**Run 1: M3 wires**

Drawn at 8 px/um.
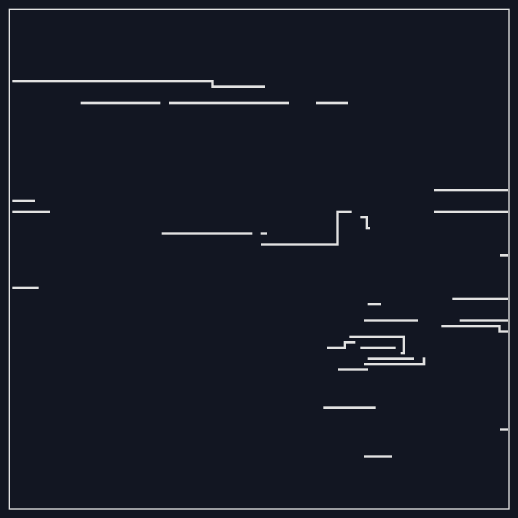
**Run 1: clock distribution**

Drawn at 8 px/um.
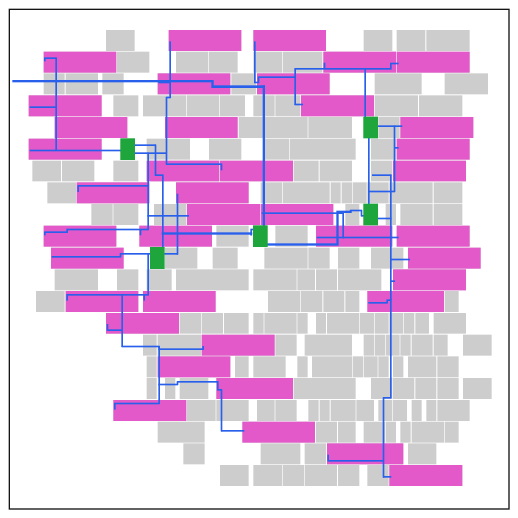
**Run 1: wiring by layer**

Drawn at 4 px/um.
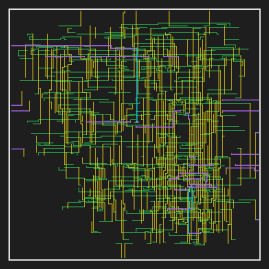
**Run 1: selected gate families**

Drawn at 4 px/um.
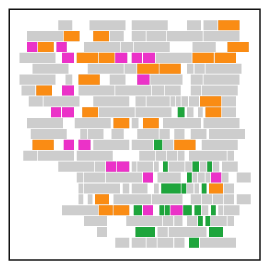
==> config.mk <==
export PLATFORM = sky130hd
export DESIGN_NAME = uart_tx_flat
export DESIGN_NICKNAME = d
export VERILOG_FILES = /design/src/rtl/uart_pkg.sv /design/src/rtl/uart_tx_if.sv /design/src/rtl/uart_tx_baud_edge_det.sv /design/src/rtl/uart_tx.sv /design/src/flat_wrapper.sv
export SDC_FILE = /design/constraint.sdc
export NUM_CORES = 1
export LEC_CHECK = 0
export CAP_MARGIN = 20
export CORE_MARGIN = 2
export CORE_UTILIZATION = 53
export CTS_BUF_LIST = sky130_fd_sc_hd__clkbuf_2
export CTS_CLUSTER_SIZE = 16
export DETAILED_ROUTE_END_ITERATION = 10
export GPL_TIMING_DRIVEN = 0
export PLACE_DENSITY = 0.78
export SETUP_SLACK_MARGIN = 0.15
export SYNTH_ARGS = -nofsm -noshare
export SYNTH_HDL_FRONTEND = slang
export SYNTH_SLANG_ARGS = --single-unit
==> constraint.sdc <==
create_clock -name clkin -period 1.5 [get_ports clkin]
set_input_delay 0.15 -clock clkin [delete_from_list [all_inputs] [get_ports clkin]]
set_output_delay 0.15 -clock clkin [all_outputs]
set_load 0.02 [all_outputs]
==> out/metrics.cfg <==
[route]
vias_per_cell = 5.62
maxUsedRoutingLayer = met4
wl_met3_um = 190
ant_nets = 0
drc_errors = 0
drt_iter0_drc = 207
met2_wirelength_mm = 2.10
firstDrtPassIters = 4
wl_met1_mm = 1.78

[global_routing]
antenna_found_initial = 0
grt_pass1_wl_mm = 6.71
first_global_vias = 1385
global_route.usage.met1 = 0.289
grt_remaining_overflow = 0
grt_start_max_net_pins = 40
routing_usage_on_met2 = 0.370

[yosys]
ys_cells = 148
ys_seq_frac = 0.543
ys_top_cells_by_count = sky130_fd_sc_hd__dfrtp_1, sky130_fd_sc_hd__nand2_1, sky130_fd_sc_hd__mux2_2
yosysWarnings = 0
edf_count = 0
largest_area_cell = sky130_fd_sc_hd__dfrtp_1
synth_cell_type_count = 31
synth.avg_cell_area_um2 = 12.2
ys_chip_area_mm2 = 0.00180
top_cells_by_area = sky130_fd_sc_hd__dfrtp_1, sky130_fd_sc_hd__mux2_2, sky130_fd_sc_hd__mux2_1
netlist_area_mm2 = 0.00180
synthFlopType = sky130_fd_sc_hd__dfrtp_1
synth_top_area_share = 0.514
synthesized_instance_count = 148

[worst_setup_path]
timing.reg2reg.setup_slack_ns = -0.09
r2r_worst_path_depth = 5
worst_ep_required_time_ns = 1.81
startpoint_types = register
worstSetupPathType = register to register
cp_max_fo = 10
worst_ep_arrival_time_ns = 1.90

[clock_network]
cts_buffers = 5
cts_max_level = 2
cts.reportedPaths.clkPinSlew_ns = 0.21
tritoncts = done
clock_sinks = 39
clockBufferDepth = 2
root_buffer = sky130_fd_sc_hd__clkbuf_2

[pwr]
power_sequential_uw = 1960
leakagePower_uw = 0.00113
seq_power_share = 0.398
internal_power_consumption_uw = 3140
switching_share = 0.364
power.combinational.fraction = 0.507
ir_drop_mv = 1.20
power.density_mw_per_mm2 = 2040
p_switching_uw = 1790
design_power_total_uw = 4930
comb_cell_power_uw = 2500

[outcome]
outcome = complete, but fails checks
failed_checks = setup timing

[sta]
report.final.slew_viol_count = 0
hold_ws_ns = 0.233
rsz0062_at_grt = yes
slew_headroom = 0.439
worstMarginPinSlew_ns = 0.842
final.min_clock_period_ns = 1.59
setup-violations-final = 19
finalWorstSetupSlack_ns = -0.0934
timing.final.hold_violations = 0

[cells_and_area]
layout.filler_cells = 226
final_layout_top_logic_cells = sky130_fd_sc_hd__dfrtp_1, sky130_fd_sc_hd__buf_4, sky130_fd_sc_hd__clkdlybuf4s50_1, sky130_fd_sc_hd__mux2_4
layout-area-overhead-vs-synth_pct = 34.6
nNetsFinal = 212
post_route_cells_drive_above_1_share = 0.398
insertedDiodeCount = 0
seq_area_um2 = 981

[floorplanning]
die.size.x_um = 62.3
number_of_primary_i_o_pins = 18
core_area_mm2 = 0.00331
floorplanUtilization = 0.544

[job]
drv_cap = 0

[worst_hold_path]
hold-path-cell-count = 1

[place]
hpwl_mm = 2.36
gpl.final_weighted_congestion = 0.890

Back to the opening pictures, 'M3 wires':
main direction = horizontal
longest straight run = 24.8 um
GR Util met3: 0.0725
routed via count: 1360
final wirelength: 4.10 mm

Back to the opening pictures, 'clock distribution':
magenta -> flip-flops  # count 39
green -> clock-net drivers  # count 5
blue -> clock wires  # length 434 um
flops lie = widely spread
post-route clock skew: 0.0204 ns
clk latency late pin: 0.38 ns
clock network power consumption: 469 uW
relative contribution of the clock network to total power: 0.095

Back to the opening pictures, 'wiring by layer':
green -> M1  # wire length 1780 um
cyan -> M4  # wire length 34.7 um
purple -> M3  # wire length 190 um
yellow -> M2  # wire length 2100 um
global-route usage over all layers: 0.222
routed wire length per instance: 16.9 um

Back to the opening pictures, 'selected gate families':
magenta -> non-inverting ao/oa cells  # cells 18
orange -> mux cells  # cells 24, where widely spread
green -> nand cells  # cells 20
highest-count logic cell in the final layout: sky130_fd_sc_hd__dfrtp_1
Comb area share: 0.374
final non-filler cell total: 242

-- run 1: kinds of logic after synthesis --
logic type	after synthesis	synth area share
flip-flops	39	0.543
AND/OR/NAND/NOR	37	0.103
AND-OR/OR-AND	29	0.115
multiplexers	24	0.148
buffers and inverters	9	0.0306
XOR/XNOR	8	0.0466
adder cells (fa/ha/maj)	2	0.0139
-- run 1: timing repair --
| action | 4_1_cts | 5_1_grt |
|---|---|---|
| resized | 27 | 20 |
| setup buffers | 9 | 11 |
| cloned | 1 | 1 |
| pin swaps | 4 | 5 |
| hold endpoints to repair | 37 | 0 |
| hold buffers | 1 | 0 |
| setup endpoints to repair | 39 | 29 |
-- run 1: worst max-delay path: stages (launching register included) --
cell and delay (ns):
sky130_fd_sc_hd__dfrtp_2 0.51, sky130_fd_sc_hd__nand3b_1 0.22, sky130_fd_sc_hd__and4bb_4 0.26, sky130_fd_sc_hd__buf_8 0.15
sky130_fd_sc_hd__a22o_1 0.23, sky130_fd_sc_hd__a21o_1 0.15
-- run 1: layout make-up --
cell class / count / share of cell area
Buffer: 6 / 0.0310
Clock inverter: 3 / 0.00826
Tap cell: 46 / 0.0237
Timing Repair Buffer: 40 / 0.143
Sequential cell: 39 / 0.405
Clock buffer: 5 / 0.0103
Multi-Input combinational cell: 100 / 0.374
Inverter: 3 / 0.00465
-- run 1: through the flow --
step / std cells / utilization / setup TNS, ns / setup slack [ns]
6_report: 242 / 0.732 / -1.17 / -0.0934
5_1_grt: 242 / 0.732 / -1.95 / -0.116
4_1_cts: 230 / 0.686 / -0.635 / -0.0527
3_5_place_dp: 211 / 0.633 / -5.45 / -0.262
3_3_place_gp: 211 / 0.634 / -26.60 / -0.716
2_1_floorplan: 148 / - / 0 / 0.0726
No activity file was given, so power comes from the tool's default toggle rates.
